--- config.mk ---
export PLATFORM = sky130hd
export DESIGN_NAME = fifo_wr_arbiter
export DESIGN_NICKNAME = d
export VERILOG_FILES = /design/src/rtl/fifo_arb_pkg.sv /design/src/rtl/fifo_wr_arbiter_rr.sv /design/src/rtl/fifo_wr_arbiter.sv
export SDC_FILE = /design/constraint.sdc
export NUM_CORES = 1
export LEC_CHECK = 0
export CAP_MARGIN = 20
export CELL_PAD_IN_SITES_DETAIL_PLACEMENT = 1
export CELL_PAD_IN_SITES_GLOBAL_PLACEMENT = 1
export CORE_MARGIN = 2
export CORE_UTILIZATION = 30
export DETAILED_ROUTE_END_ITERATION = 8
export GPL_ROUTABILITY_DRIVEN = 0
export GPL_TIMING_DRIVEN = 0
export HOLD_SLACK_MARGIN = 0.03
export PLACE_DENSITY_LB_ADDON = 0.1
export SYNTH_ARGS = -nofsm -noshare
export SYNTH_HDL_FRONTEND = slang
export SYNTH_SLANG_ARGS = --single-unit
export TNS_END_PERCENT = 5
--- constraint.sdc ---
create_clock -name clk -period 6.29 [get_ports clk]
set_input_delay 1.5725 -clock clk [delete_from_list [all_inputs] [get_ports clk]]
set_output_delay 1.5725 -clock clk [all_outputs]
set_load 0.005 [all_outputs]
--- src/rtl/fifo_arb_pkg.sv ---
// Shared types and the round-robin pick helper for the FIFO write arbiter.
package fifo_arb_pkg;

    typedef enum logic {
        IDLE = 1'b0,
        OWN  = 1'b1
    } state_t;

    localparam int MAX_REQ = 8;
    localparam int PTR_W   = $clog2(MAX_REQ);

    localparam int DEPTH = 8;
    localparam int N_REQ = 4;
    localparam int CNT_W = $clog2(DEPTH + 1);
    localparam int IDX_W = $clog2(N_REQ);

    // First set, non-excluded request scanning ptr, ptr+1, ... modulo n.
    function automatic logic [MAX_REQ-1:0] rr_pick(
        input logic [MAX_REQ-1:0] req,
        input logic [PTR_W-1:0]   ptr,
        input logic [MAX_REQ-1:0] exclude,
        input int                 n
    );
        logic [MAX_REQ-1:0] pick;
        logic [PTR_W-1:0]   idx;
        int                 pos;
        pick = '0;
        for (int k = 0; k < MAX_REQ; k++) begin
            pos = (int'(ptr) + k) % n;
            idx = PTR_W'(pos);
            if (k < n && pick == '0 && req[idx] && !exclude[idx]) begin
                pick[idx] = 1'b1;
            end
        end
        return pick;
    endfunction

endpackage

--- src/rtl/fifo_wr_arbiter_rr.sv ---
// Pure round-robin picker: returns the index of the winner starting from ptr.
module rr_arbiter
    import fifo_arb_pkg::*;
#(
    parameter int n_req = 4
) (
    input  logic [n_req-1:0]         req,
    input  logic [$clog2(n_req)-1:0] ptr,
    input  logic [n_req-1:0]         exclude,
    output logic [$clog2(n_req)-1:0] idx,
    output logic                     any
);
    localparam int idx_w = $clog2(n_req);

    logic [MAX_REQ-1:0] req_w;
    logic [MAX_REQ-1:0] excl_w;
    logic [MAX_REQ-1:0] pick_w;
    logic [PTR_W-1:0]   ptr_w;

    always_comb begin
        req_w  = '0;
        excl_w = '0;
        ptr_w  = '0;
        req_w[n_req-1:0]  = req;
        excl_w[n_req-1:0] = exclude;
        ptr_w[idx_w-1:0]  = ptr;
        pick_w = rr_pick(req_w, ptr_w, excl_w, n_req);
        idx = '0;
        for (int i = 0; i < n_req; i++) begin
            if (pick_w[i]) idx = idx_w'(i);
        end
        any = |pick_w;
    end

endmodule

--- src/rtl/fifo_wr_arbiter.sv ---
// Round-robin write arbiter with bounded bursts feeding one fifo_flops push port,
// using a credit counter so the FIFO is never pushed while full.
module fifo_wr_arbiter
    import fifo_arb_pkg::*;
#(
    parameter int width     = 16,
    parameter int depth     = 8,
    parameter int n_req     = 4,
    parameter int max_burst = 4
) (
    input  logic                         clk,
    input  logic                         rst,
    input  logic [n_req-1:0]             req,
    input  logic [n_req*width-1:0]       din,
    output logic [n_req-1:0]             gnt,
    output logic                         fifo_push,
    output logic [width-1:0]             fifo_din,
    input  logic                         fifo_pop,
    input  logic                         fifo_full,
    output logic [$clog2(depth+1)-1:0]   count,
    output logic                         ovf_err,
    output state_t                       dbg_state,
    output logic [$clog2(n_req)-1:0]     dbg_ptr
);
    localparam int cnt_w = $clog2(depth + 1);
    localparam int idx_w = $clog2(n_req);

    // Handshake: req[i] is valid and holds din lane i stable; gnt[i] is the
    // ready, and the word is consumed on the clock edge where req[i] & gnt[i].

    state_t           state, state_nxt;
    logic [idx_w-1:0] ptr, ptr_nxt;
    logic [idx_w-1:0] owner, owner_nxt, owner_inc;
    logic [idx_w-1:0] arb_ptr, arb_idx, win;
    logic [n_req-1:0] arb_excl;
    logic             arb_any;
    logic [3:0]       burst_cnt, burst_nxt;
    logic             can_grant, grant, pop_ok;

    assign owner_inc = (owner == idx_w'(n_req - 1)) ? '0 : owner + idx_w'(1);
    assign can_grant = rst && (count < cnt_w'(depth));
    assign pop_ok    = fifo_pop && (count != '0);

    always_comb begin
        arb_ptr  = ptr;
        arb_excl = '0;
        if (state == OWN) begin
            arb_ptr         = owner_inc;
            arb_excl[owner] = 1'b1;
        end
    end

    rr_arbiter #(.n_req(n_req)) u_rr (
        .req     (req),
        .ptr     (arb_ptr),
        .exclude (arb_excl),
        .idx     (arb_idx),
        .any     (arb_any)
    );

    always_ff @(posedge clk or negedge rst) begin
        if (!rst) begin
            state     <= IDLE;
            ptr       <= '0;
            owner     <= '0;
            burst_cnt <= '0;
        end else begin
            state     <= state_nxt;
            ptr       <= ptr_nxt;
            owner     <= owner_nxt;
            burst_cnt <= burst_nxt;
        end
    end

    always_comb begin
        state_nxt = state;
        ptr_nxt   = ptr;
        owner_nxt = owner;
        burst_nxt = burst_cnt;
        grant     = 1'b0;
        win       = owner;
        case (state)
            IDLE: begin
                if (can_grant && arb_any) begin
                    grant     = 1'b1;
                    win       = arb_idx;
                    state_nxt = OWN;
                    owner_nxt = arb_idx;
                    burst_nxt = 4'd1;
                end
            end
            OWN: begin
                if (!can_grant) begin
                    state_nxt = OWN;
                end else if (req[owner] && burst_cnt < 4'(max_burst)) begin
                    grant     = 1'b1;
                    burst_nxt = burst_cnt + 4'd1;
                end else begin
                    // Burst over: hand off past the owner; it may keep the
                    // bus only when nobody else is asking.
                    ptr_nxt = owner_inc;
                    if (arb_any) begin
                        grant     = 1'b1;
                        win       = arb_idx;
                        owner_nxt = arb_idx;
                        burst_nxt = 4'd1;
                    end else if (req[owner]) begin
                        grant     = 1'b1;
                        burst_nxt = 4'd1;
                    end else begin
                        state_nxt = IDLE;
                    end
                end
            end
            default: state_nxt = IDLE;
        endcase
    end

    always_comb begin
        gnt = '0;
        if (grant) gnt[win] = 1'b1;
    end

    always_ff @(posedge clk or negedge rst) begin
        if (!rst) begin
            fifo_push <= 1'b0;
            fifo_din  <= '0;
            count     <= '0;
            ovf_err   <= 1'b0;
        end else begin
            fifo_push <= grant;
            if (grant) fifo_din <= din[win*width +: width];
            case ({grant, pop_ok})
                2'b10:   count <= count + cnt_w'(1);
                2'b01:   count <= count - cnt_w'(1);
                default: count <= count;
            endcase
            if ((fifo_push && fifo_full) || (fifo_pop && count == '0)) ovf_err <= 1'b1;
        end
    end

    assign dbg_state = state;
    assign dbg_ptr   = ptr;

endmodule

==> impl_results.rst, run 1 <==
Physical design figures
=======================

.. list-table::
   :header-rows: 1

   * - Metric
     - Value
   * - Result of the run
     - finished, final reports clean
   * - Placed Cells
     - 528
   * - Register bit count reported by yosys
     - 31
   * - Kind of cell with the highest combined delay on the critical path
     - AND-OR/OR-AND gates
   * - Total global routing overflow
     - 0
   * - Clock tree from TritonCTS
     - done
   * - Sequential cell area
     - 776 µm²
   * - Setup slack at placement
     - -0.373 ns
   * - Most common flop cell mapped by yosys
     - sky130_fd_sc_hd__dfrtp_1
   * - Endpoint of the most critical register-to-register path
     - count[3]
   * - Endpoints failing setup
     - 0
   * - Overall fraction of global-route tracks in use
     - 18.4%
   * - Most repeated library cell on the critical path
     - sky130_fd_sc_hd__a211oi_4
   * - Non-clock buffer area fraction after layout
     - 26.7%
   * - CP cell instances
     - clkdlybuf4s50_1, a221o_2, o211ai_2, a211oi_4, a32o_2, a211oi_4, a311o_1, buf_6, o21a_4, buf_8, and3_1, dlygate4sd2_1
   * - Reg-to-reg slack, setup
     - 1.34 ns
   * - Number of global-route vias before repair
     - 3105
   * - Worst setup startpoint
     - req[0]
   * - Die H
     - 104 µm
   * - Number of vias after detailed routing
     - 2849
   * - Sequential fraction of the synthesis area
     - 25.9%
   * - Met2 layer usage reported by global route
     - 32.0%
   * - Async SR Flop Fraction
     - 100%
   * - Post-CTS repair timing setup buffer count
     - 3
   * - Final worst hold slack
     - 0.482 ns
   * - Clock buffers
     - 5
   * - Met1 usage in global routing
     - 22.4%
   * - Horizontal die dimension
     - 104 µm
   * - Routed length on met1
     - 4280 µm
   * - Slowest library cell on the worst path
     - sky130_fd_sc_hd__clkdlybuf4s50_1
   * - Most instantiated logic cell after routing
     - sky130_fd_sc_hd__clkdlybuf4s50_1
   * - Total length of routed met3 wires
     - 617 µm
   * - Clock H-tree levels
     - 2
   * - Clock latency on the worst-skew pair
     - 0.29 ns
   * - Tally of buffers added on design ports
     - 100
   * - Top routing layer in use
     - met4
   * - Buffers excl. clock
     - 124
   * - Largest net degree at the start of global routing
     - 33
   * - Worst reg2reg path startpoint
     - owner[0]
   * - Area of the core region
     - 9730 µm²
   * - Antenna violations before repair
     - 0
   * - CTS resizes
     - 16
   * - Least-Margin Pin Slew
     - 0.779 ns
   * - Mi-comb count
     - 233
   * - Vias/cell
     - 5.27
   * - Final setup TNS
     - 0 ns
   * - Layout Skew
     - 0.00973 ns
   * - Setup repair after global routing missed its margin
     - yes
   * - OpenROAD warning count
     - 37
   * - Leading post-synthesis cells by cell area
     - sky130_fd_sc_hd__dfrtp_1 26%, sky130_fd_sc_hd__o311ai_2 8.2%, sky130_fd_sc_hd__mux2i_1 6.4%, sky130_fd_sc_hd__ha_1 6.3%, sky130_fd_sc_hd__mux2_2 5.6%
   * - First-pass GRT wire length
     - 16200 µm
   * - Total half-perimeter wirelength after legalization and detailed placement
     - 7430 µm
   * - Share of post-route cells with drive strength above 1
     - 21.1%
   * - TritonRoute pass-1 iters
     - 4
   * - Cell type with the largest total area after synthesis
     - sky130_fd_sc_hd__dfrtp_1
   * - Register clock-pin slew on the reported worst setup and hold paths
     - 0.06 ns
   * - Logic cell area
     - 2100 µm²
   * - Commonest cells in the netlist
     - 31 x sky130_fd_sc_hd__dfrtp_1, 29 x sky130_fd_sc_hd__nand2_1, 19 x sky130_fd_sc_hd__mux2i_1
   * - Die Area
     - 10800 µm²
run 1: kinds of logic after synthesis:
logic type / Yosys count / synth area share [%]
fa+ha+maj: 15 / 6.27
mux: 41 / 15.1
buf+inv: 31 / 5.94
xor+xnor: 5 / 1.46
flops: 31 / 25.9
simple gates: 76 / 12.5
compound gates: 96 / 32.8
run 1: stage by stage:
step | util, % | area [µm²]
floorplan | - | 2990
detailed placement | 42.7 | 4150
global placement | 42.7 | 4160
finish | 44.9 | 4370
global route | 44.9 | 4370
CTS | 44.6 | 4340
run 1: sequential cells by signal (all words and copies together) (netlist names):
signal and cells:
burst_cnt 4, count 4, dbg_ptr 2, dbg_state 1, fifo_din 16, fifo_push 1, ovf_err 1, owner 2
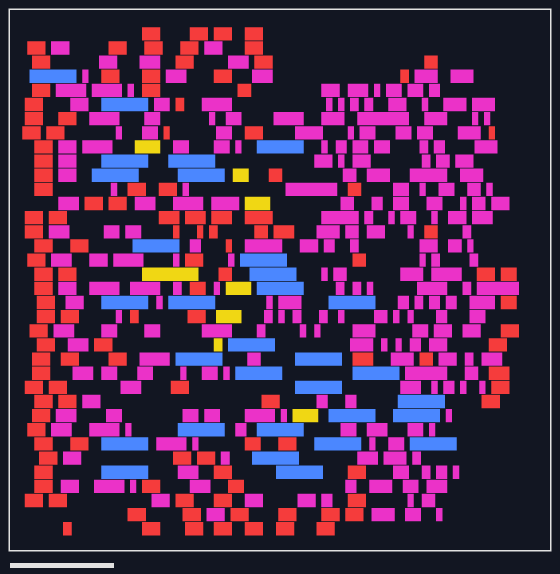
(run_1/class_map.png)
Bar = 20 µm.
colour	class	cells	share of their area
blue	registers	31	18%
red	remaining buffers and delay cells	124	28%
yellow	clock drivers and dummy loads	8	2.7%
magenta	remaining logic cells	245	51%

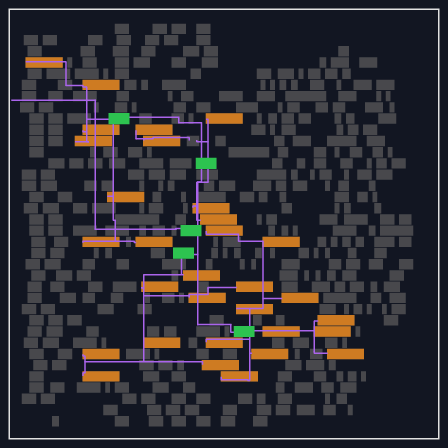
(run_1/clock_wires.png)
[purple] clock wires | length: 520 µm
[orange] flip-flops | count: 31
[green] clock-net drivers | count: 5
routed clock nets	6

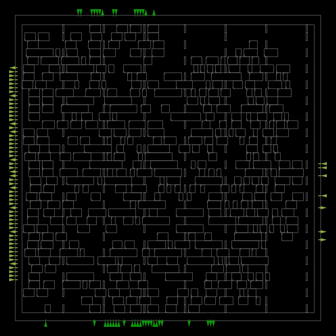
(run_1/placed.png)
flip-flops: 31
sequential cell area share: 17.7%
post-route non-filler standard cell count: 541
number of filler cells placed in the layout: 1130

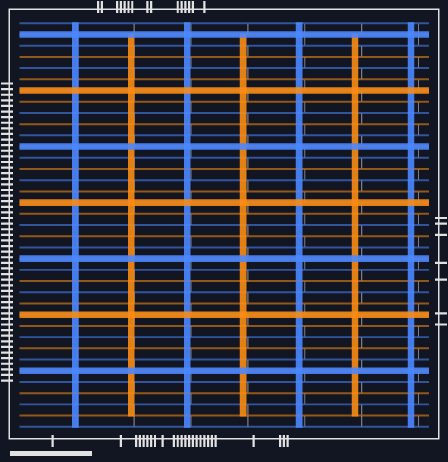
(run_1/floorplan.png)
Bar = 20 µm. Pins as bars on the die edge. Tap cells in grey.
colour	net
orange	VDD
blue	VSS
signal pins	101
met1 rails	37
rows	36
tap cells	133

==> run_1/layers.png <==
Bar = 20 µm. Only two layers are drawn.
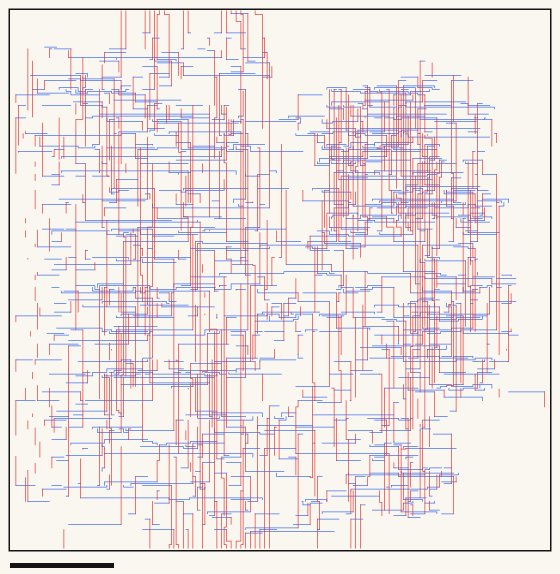

## Run 2: what changed since run 1
--- a/config.mk
+++ b/config.mk
@@ -10,12 +10,12 @@
 export CELL_PAD_IN_SITES_GLOBAL_PLACEMENT = 1
 export CORE_MARGIN = 2
 export CORE_UTILIZATION = 30
+export CTS_CLUSTER_SIZE = 40
 export DETAILED_ROUTE_END_ITERATION = 8
 export GPL_ROUTABILITY_DRIVEN = 0
 export GPL_TIMING_DRIVEN = 0
 export HOLD_SLACK_MARGIN = 0.03
-export PLACE_DENSITY_LB_ADDON = 0.1
+export PLACE_DENSITY = 0.83
 export SYNTH_ARGS = -nofsm -noshare
 export SYNTH_HDL_FRONTEND = slang
 export SYNTH_SLANG_ARGS = --single-unit
-export TNS_END_PERCENT = 5
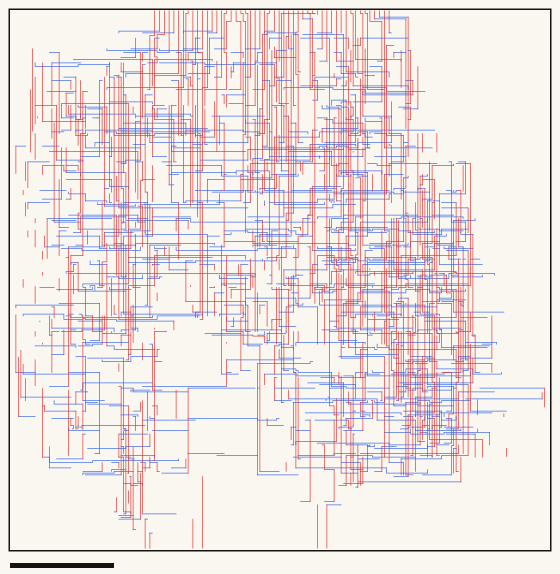
(run_2/layers.png)
Bar = 20 µm. Only two layers are drawn.
colour	layer	wire length
red	M2	5680 µm
blue	M1	4450 µm

==> run 2 against run 1 <==
Compared with the run above:
- sequential share of layout area fell by 0.83 points
- critical path type unchanged
- highest routed layer unchanged
- utilization rose by 2.2 points
- die area did not move
==> impl_results.rst, run 2 <==
Physical design figures
=======================

.. list-table::
   :header-rows: 1

   * - Metric
     - Value
   * - Register bit count reported by yosys
     - 31
   * - Post-cts hold-fix buffer tally
     - 0
   * - Clock H-tree levels
     - 2
   * - TritonRoute pass-1 iters
     - 4
   * - Routed length on met1
     - 4450 µm
   * - Most common flop cell mapped by yosys
     - sky130_fd_sc_hd__dfrtp_1
   * - Tally of buffers added on design ports
     - 100
   * - Die Area
     - 10800 µm²
   * - Least-Margin Pin Slew
     - 0.782 ns
   * - Cell type with the largest total area after synthesis
     - sky130_fd_sc_hd__dfrtp_1
   * - Largest registers
     - fifo_din (16), burst_cnt (4), count (4)
   * - Placement-stage cell area
     - 4150 µm²
   * - Final Util
     - 47.1%
   * - Buffers excl. clock
     - 132
   * - Area of all placed cells without fillers
     - 4590 µm²
   * - Sequential fraction of the synthesis area
     - 25.9%
   * - Max FFs per register
     - 16
   * - Endpoint of the most critical register-to-register path
     - count[3]
   * - Leading post-synthesis cells by cell area
     - sky130_fd_sc_hd__dfrtp_1 26%, sky130_fd_sc_hd__o311ai_2 8.2%, sky130_fd_sc_hd__mux2i_1 6.4%, sky130_fd_sc_hd__ha_1 6.3%, sky130_fd_sc_hd__mux2_2 5.6%
   * - Total global routing overflow
     - 0
   * - Layout Skew
     - 0.00515 ns
   * - Slowest library cell on the worst path
     - sky130_fd_sc_hd__clkdlybuf4s50_1
   * - Share of post-route cells with drive strength above 1
     - 26.2%
   * - Required time reported for the critical path endpoint
     - 4.72 ns
   * - Largest net degree at the start of global routing
     - 33
   * - Register clock-pin slew on the reported worst setup and hold paths
     - 0.07 ns
   * - Result of the run
     - finished, final reports clean
   * - Total length of routed met3 wires
     - 509 µm
   * - Async SR Flop Fraction
     - 100%
   * - Clock buffers
     - 6
   * - Most instantiated logic cell after routing
     - sky130_fd_sc_hd__clkdlybuf4s50_1
   * - Kind of cell with the highest combined delay on the critical path
     - AND-OR/OR-AND gates
   * - Number of vias after detailed routing
     - 3002
   * - Clock tree from TritonCTS
     - done
   * - Clock latency on the worst-skew pair
     - 0.29 ns
   * - Largest register by flop count
     - fifo_din
   * - Antenna violations before repair
     - 0
   * - First-pass GRT wire length
     - 17500 µm
   * - Worst reg2reg path startpoint
     - owner[0]
   * - Area of the core region
     - 9730 µm²
   * - Final worst hold slack
     - 0.499 ns
   * - Vias/cell
     - 5.47
   * - Reg-to-reg slack, setup
     - 1.49 ns
   * - Die H
     - 104 µm
   * - Sequential cell area share
     - 16.9%
   * - CP cell instances
     - dlygate4sd2_1, a21oi_2, a211o_1, a211oi_4, a22oi_2, buf_4, o21a_1, a311o_1, buf_6, nand2_4, o21a_4, buf_8, and3_1, clkdlybuf4s50_1
   * - Non-clock buffer area fraction after layout
     - 26.9%
   * - Horizontal die dimension
     - 104 µm
   * - Worst setup startpoint
     - req[2]
   * - Total half-perimeter wirelength after legalization and detailed placement
     - 7840 µm
   * - Top routing layer in use
     - met4
   * - Logic cell area
     - 2230 µm²
   * - Post-route non-filler standard cell count
     - 549
   * - Number of global-route vias before repair
     - 3315
   * - Flip-flops
     - 31
   * - Endpoints failing setup
     - 0
   * - Clock buffer count from CTS
     - 5
   * - Setup slack at placement
     - -0.391 ns
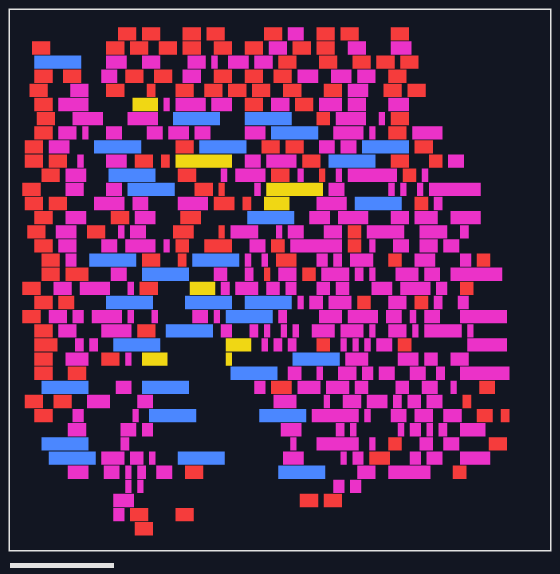
(run_2/class_map.png)
Bar = 20 µm.
colour	class	cells	share of their area
red	remaining buffers and delay cells	132	28%
magenta	remaining logic cells	245	52%
blue	registers	31	18%
yellow	clock drivers and dummy loads	8	3.0%

==> run 2: cell counts after synthesis <==
Identical to the previous run, type by type.
==> run 2: cell families after synthesis <==
group                    count (synthesis)  synth area share [%]
XOR/XNOR                                 5                  1.46
multiplexers                            41                  15.1
AND/OR/NAND/NOR                         76                  12.5
flip-flops                              31                  25.9
AND-OR/OR-AND                           96                  32.8
buffers and inverters                   31                  5.94
adder cells (fa/ha/maj)                 15                  6.27
==> run 2: routing by layer <==
metal  GRT usage (%)  up-vias
met4            4.92        0
met2            36.7       82
met1            23.3     1496
met5               0        -
met3            4.45       26
li1                -     1398
==> run 2: what timing repair did <==
action | CTS | global route
setup buffers | 10 | 5
pin swaps | 11 | 10
resized | 19 | 27
setup endpoints to repair | 4 | 4
==> run_2/clock_wires.png <==
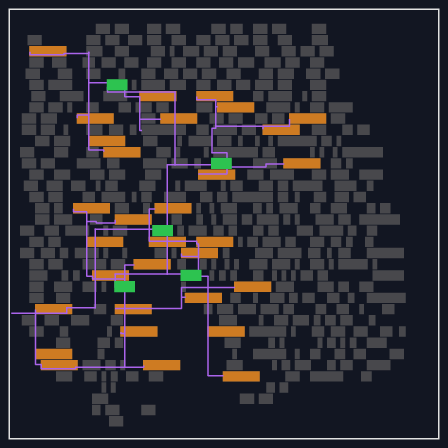

## Run 3: what changed since run 2
--- a/config.mk
+++ b/config.mk
@@ -13,9 +13,9 @@
 export CTS_CLUSTER_SIZE = 40
 export DETAILED_ROUTE_END_ITERATION = 8
 export GPL_ROUTABILITY_DRIVEN = 0
-export GPL_TIMING_DRIVEN = 0
 export HOLD_SLACK_MARGIN = 0.03
 export PLACE_DENSITY = 0.83
 export SYNTH_ARGS = -nofsm -noshare
 export SYNTH_HDL_FRONTEND = slang
 export SYNTH_SLANG_ARGS = --single-unit
+export TNS_END_PERCENT = 50
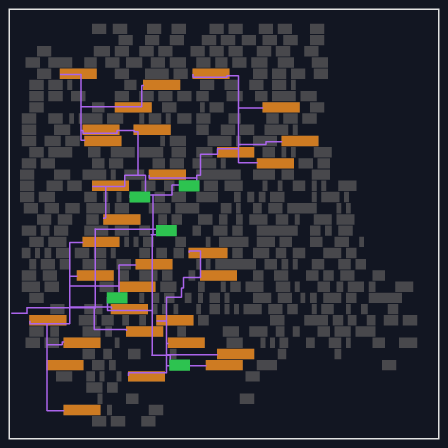
(run_3/clock_wires.png)
[purple] clock wires | length: 509 µm
[green] clock-net drivers | count: 5
[orange] flip-flops | count: 31
routed clock nets	6

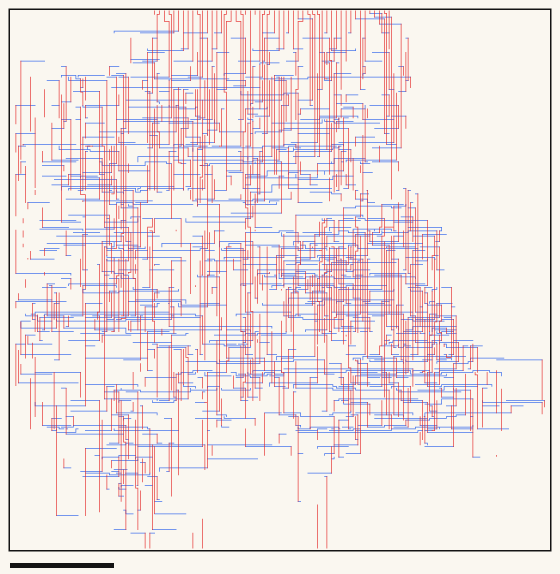
(run_3/layers.png)
Bar = 20 µm. Only two layers are drawn.
aggregate routed wire length: 9850 µm
overall fraction of global-route tracks in use: 17.7%

==> run 3 against run 2 <==
Compared with the run above:
- clock-buffer cell count did not move
- highest routed layer unchanged
- fmax rose by 0.21%
- largest cell class unchanged
- utilization fell by 2.5 points
- first-iteration DRC count fell by 0.95%
- die area did not move
- register-to-register slack got worse by 0.11 ns
==> impl_results.rst, run 3 <==
Physical design figures
=======================

.. list-table::
   :header-rows: 1

   * - Metric
     - Value
   * - Result of the run
     - finished, final reports clean
   * - MUX share of area
     - 15.1%
   * - Final Net Count
     - 489
   * - Top routing layer in use
     - met4
   * - Async SR Flop Fraction
     - 100%
   * - OpenROAD warning count
     - 36
   * - Final setup TNS
     - 0 ns
   * - Share of post-route cells with drive strength above 1
     - 21.3%
   * - Post-Syn Nets
     - 382
   * - Register bit count reported by yosys
     - 31
   * - Count of standard-cell rows
     - 36
   * - Most instantiated logic cell after routing
     - sky130_fd_sc_hd__clkdlybuf4s50_1
   * - Yosys synthesis warning count
     - 0
   * - Post-route non-filler standard cell count
     - 536
   * - Number of global-route vias before repair
     - 3189
   * - Commonest cells in the netlist
     - 31 x sky130_fd_sc_hd__dfrtp_1, 29 x sky130_fd_sc_hd__nand2_1, 19 x sky130_fd_sc_hd__mux2i_1
   * - Largest registers
     - fifo_din (16), burst_cnt (4), count (4)
   * - Synth top area share
     - 25.9%
   * - Fraction of the core area occupied by cells at floorplan
     - 30.7%
   * - Met2 layer usage reported by global route
     - 31.2%
   * - Layout Skew
     - 0.00699 ns
   * - Most repeated library cell on the critical path
     - sky130_fd_sc_hd__clkdlybuf4s50_1
   * - Mi-comb count
     - 233
   * - Total half-perimeter wirelength after legalization and detailed placement
     - 7530 µm
   * - Total global routing overflow
     - 0
   * - Slack of the critical path
     - 0.115 ns
   * - Share of final layout cell area taken by clock buffers and inverters
     - 2.71%
   * - Distinct lib cells used
     - 69
   * - Area-dominant class
     - logic gates
   * - Horizontal die dimension
     - 104 µm
   * - Instance count of the mapped netlist
     - 295
   * - Setup slack at placement
     - -0.00221 ns
   * - Minimum clock period
     - 6.18 ns
   * - Antenna diode instance count
     - 0
   * - Clock buffers
     - 6
   * - Data arrival, critical path
     - 4.60 ns
   * - Met2 wirelength from detailed routing
     - 5130 µm
   * - Least-Margin Pin Slew
     - 0.540 ns
   * - Final worst hold slack
     - 0.491 ns
   * - Area of all placed cells without fillers
     - 4340 µm²
   * - Count of clock tree sinks
     - 31
   * - Clock latency on the worst-skew pair
     - 0.28 ns
   * - Clock tree from TritonCTS
     - done
   * - Slowest library cell on the worst path
     - sky130_fd_sc_hd__clkdlybuf4s50_1
   * - Clock H-tree levels
     - 2
   * - Detailed router's first-iteration violation count
     - 104
   * - Number of buffers on the longest clock path
     - 2
   * - Sequential cell area
     - 777 µm²
   * - Slowest Stage Delay on Critical Path
     - 0.51 ns
   * - Leading post-synthesis cells by cell area
     - sky130_fd_sc_hd__dfrtp_1 26%, sky130_fd_sc_hd__o311ai_2 8.2%, sky130_fd_sc_hd__mux2i_1 6.4%, sky130_fd_sc_hd__ha_1 6.3%, sky130_fd_sc_hd__mux2_2 5.6%
   * - Die H
     - 104 µm
   * - Area fraction in full adders, half adders and majority gates
     - 6.27%
   * - Vias/cell
     - 5.46
   * - Endpoints failing setup
     - 0
   * - Largest register by flop count
     - fifo_din
   * - Antenna violations before repair
     - 0
   * - Type of origin of the critical path
     - input pin
   * - Register clock-pin slew on the reported worst setup and hold paths
     - 0.07 ns
   * - Post-cts hold-fix buffer tally
     - 0
   * - Largest net degree at the start of global routing
     - 33
   * - Count of boundary I/O pins
     - 101
   * - Area of the core region
     - 9730 µm²
   * - Routed length on met1
     - 4050 µm
   * - Period utilisation layout
     - 98.2%
   * - Buffers excl. clock
     - 119
   * - GR met3 Demand/Resource
     - 3.26%
   * - Synthesized chip area reported by yosys
     - 2990 µm²
   * - Worst-case headroom to the max-slew limit
     - 63.9%
   * - Routed wire per std cell
     - 18.4 µm
   * - Count of antenna-violating nets left after detailed routing
     - 0
   * - Met1 usage in global routing
     - 21.6%
   * - First-pass GRT wire length
     - 15900 µm
   * - Sequential cell area share
     - 17.9%
   * - Number of filler cells placed in the layout
     - 1141
   * - Class of the most critical setup path
     - input pin to primary output
   * - Number of enable flip-flop cells
     - 0
   * - Number of signal-net inverters in the final layout
     - 12
   * - Well-tap cell count
     - 133
   * - Kind of end point of the critical path
     - primary output
   * - Post-CTS repair timing setup buffer count
     - 2
   * - Cell type with the largest total area after synthesis
     - sky130_fd_sc_hd__dfrtp_1
   * - Root Buffer
     - sky130_fd_sc_hd__clkbuf_8
   * - Die Area
     - 10800 µm²
   * - Proportion of cell area occupied by multi-input gates
     - 48.0%
   * - AND-OR/OR-AND Cells, Area Fraction
     - 32.8%
   * - Logic cell area
     - 2080 µm²
   * - Number of max-slew violations in the final report
     - 0
   * - Most common flop cell mapped by yosys
     - sky130_fd_sc_hd__dfrtp_1
   * - Fmax
     - 162 MHz
   * - CTS resizes
     - 2
   * - Tally of buffers added on design ports
     - 100
   * - Total length of routed met3 wires
     - 455 µm
   * - Flip-flops
     - 31
   * - Clock buffer count from CTS
     - 5
   * - Layout overhead on the synthesized area
     - 45.1%
   * - Max cap viols
     - 0
   * - Fraction of synthesized cell area in xor and xnor cells
     - 1.46%
   * - Simple-Gate Area Share
     - 12.5%
   * - Non-clock buffer area fraction after layout
     - 26.6%
   * - Dominant combinational family
     - AND-OR/OR-AND gates
   * - Required time reported for the critical path endpoint
     - 4.72 ns
   * - Path class of the lowest-slack min-delay path
     - flip-flop to flip-flop
   * - CP cell instances
     - clkdlybuf4s50_1, a221o_2, o211ai_2, a21oi_1, a22oi_2, a211oi_4, a311o_1, o21ai_4, o21a_4, and3_1, clkdlybuf4s50_1
   * - Placed Cells
     - 523
   * - Busiest grt layer
     - met2
   * - Number of vias after detailed routing
     - 2928
   * - Endpoints failing hold
     - 0
   * - DRC violations left
     - 0
   * - Most common logic cells in the final layout
     - 96 x sky130_fd_sc_hd__clkdlybuf4s50_1, 30 x sky130_fd_sc_hd__dfrtp_1, 29 x sky130_fd_sc_hd__nand2_1
   * - Mean area per synthesized cell
     - 10.1 µm²
   * - TritonRoute pass-1 iters
     - 4
   * - Number of standard cells reported by yosys
     - 295
   * - Netlist area before placement
     - 2990 µm²
   * - Placement-stage cell area
     - 4130 µm²
   * - Kind of cell with the highest combined delay on the critical path
     - AND-OR/OR-AND gates
   * - Final Util
     - 44.6%
   * - Sequential fraction of the synthesis area
     - 25.9%
   * - Max FFs per register
     - 16
   * - Crit path buffers/inverters
     - 2
==> run 3: cell types whose count changed in the layout (fill, tap and decap cells not counted), sizes merged <==
cell,previous run,this run
dlymetal6s2s,2,4
clkbuf,13,6
clkdlybuf4s50,92,96
dlygate4sd2,3,0
clkinv,0,1
bufinv,2,1
buf,28,19
==> run 3: final timing paths <==
| check | slack (ns) | to | startpoint | cells after the start |
|---|---|---|---|---|
| worst max register to register | 1.38 | count[2] | owner[0] | 18 |
| worst min register to register | 0.49 | burst_cnt[1] | burst_cnt[1] | 2 |
| worst min-delay path | 0.49 | burst_cnt[1] | burst_cnt[1] | 2 |
| min in group asynchronous | 1.73 | fifo_din[11] | rst | 2 |
| max in group asynchronous | 4.23 | dbg_state | rst | 2 |
| worst max-delay path | 0.11 | gnt[3] | req[0] | 11 |
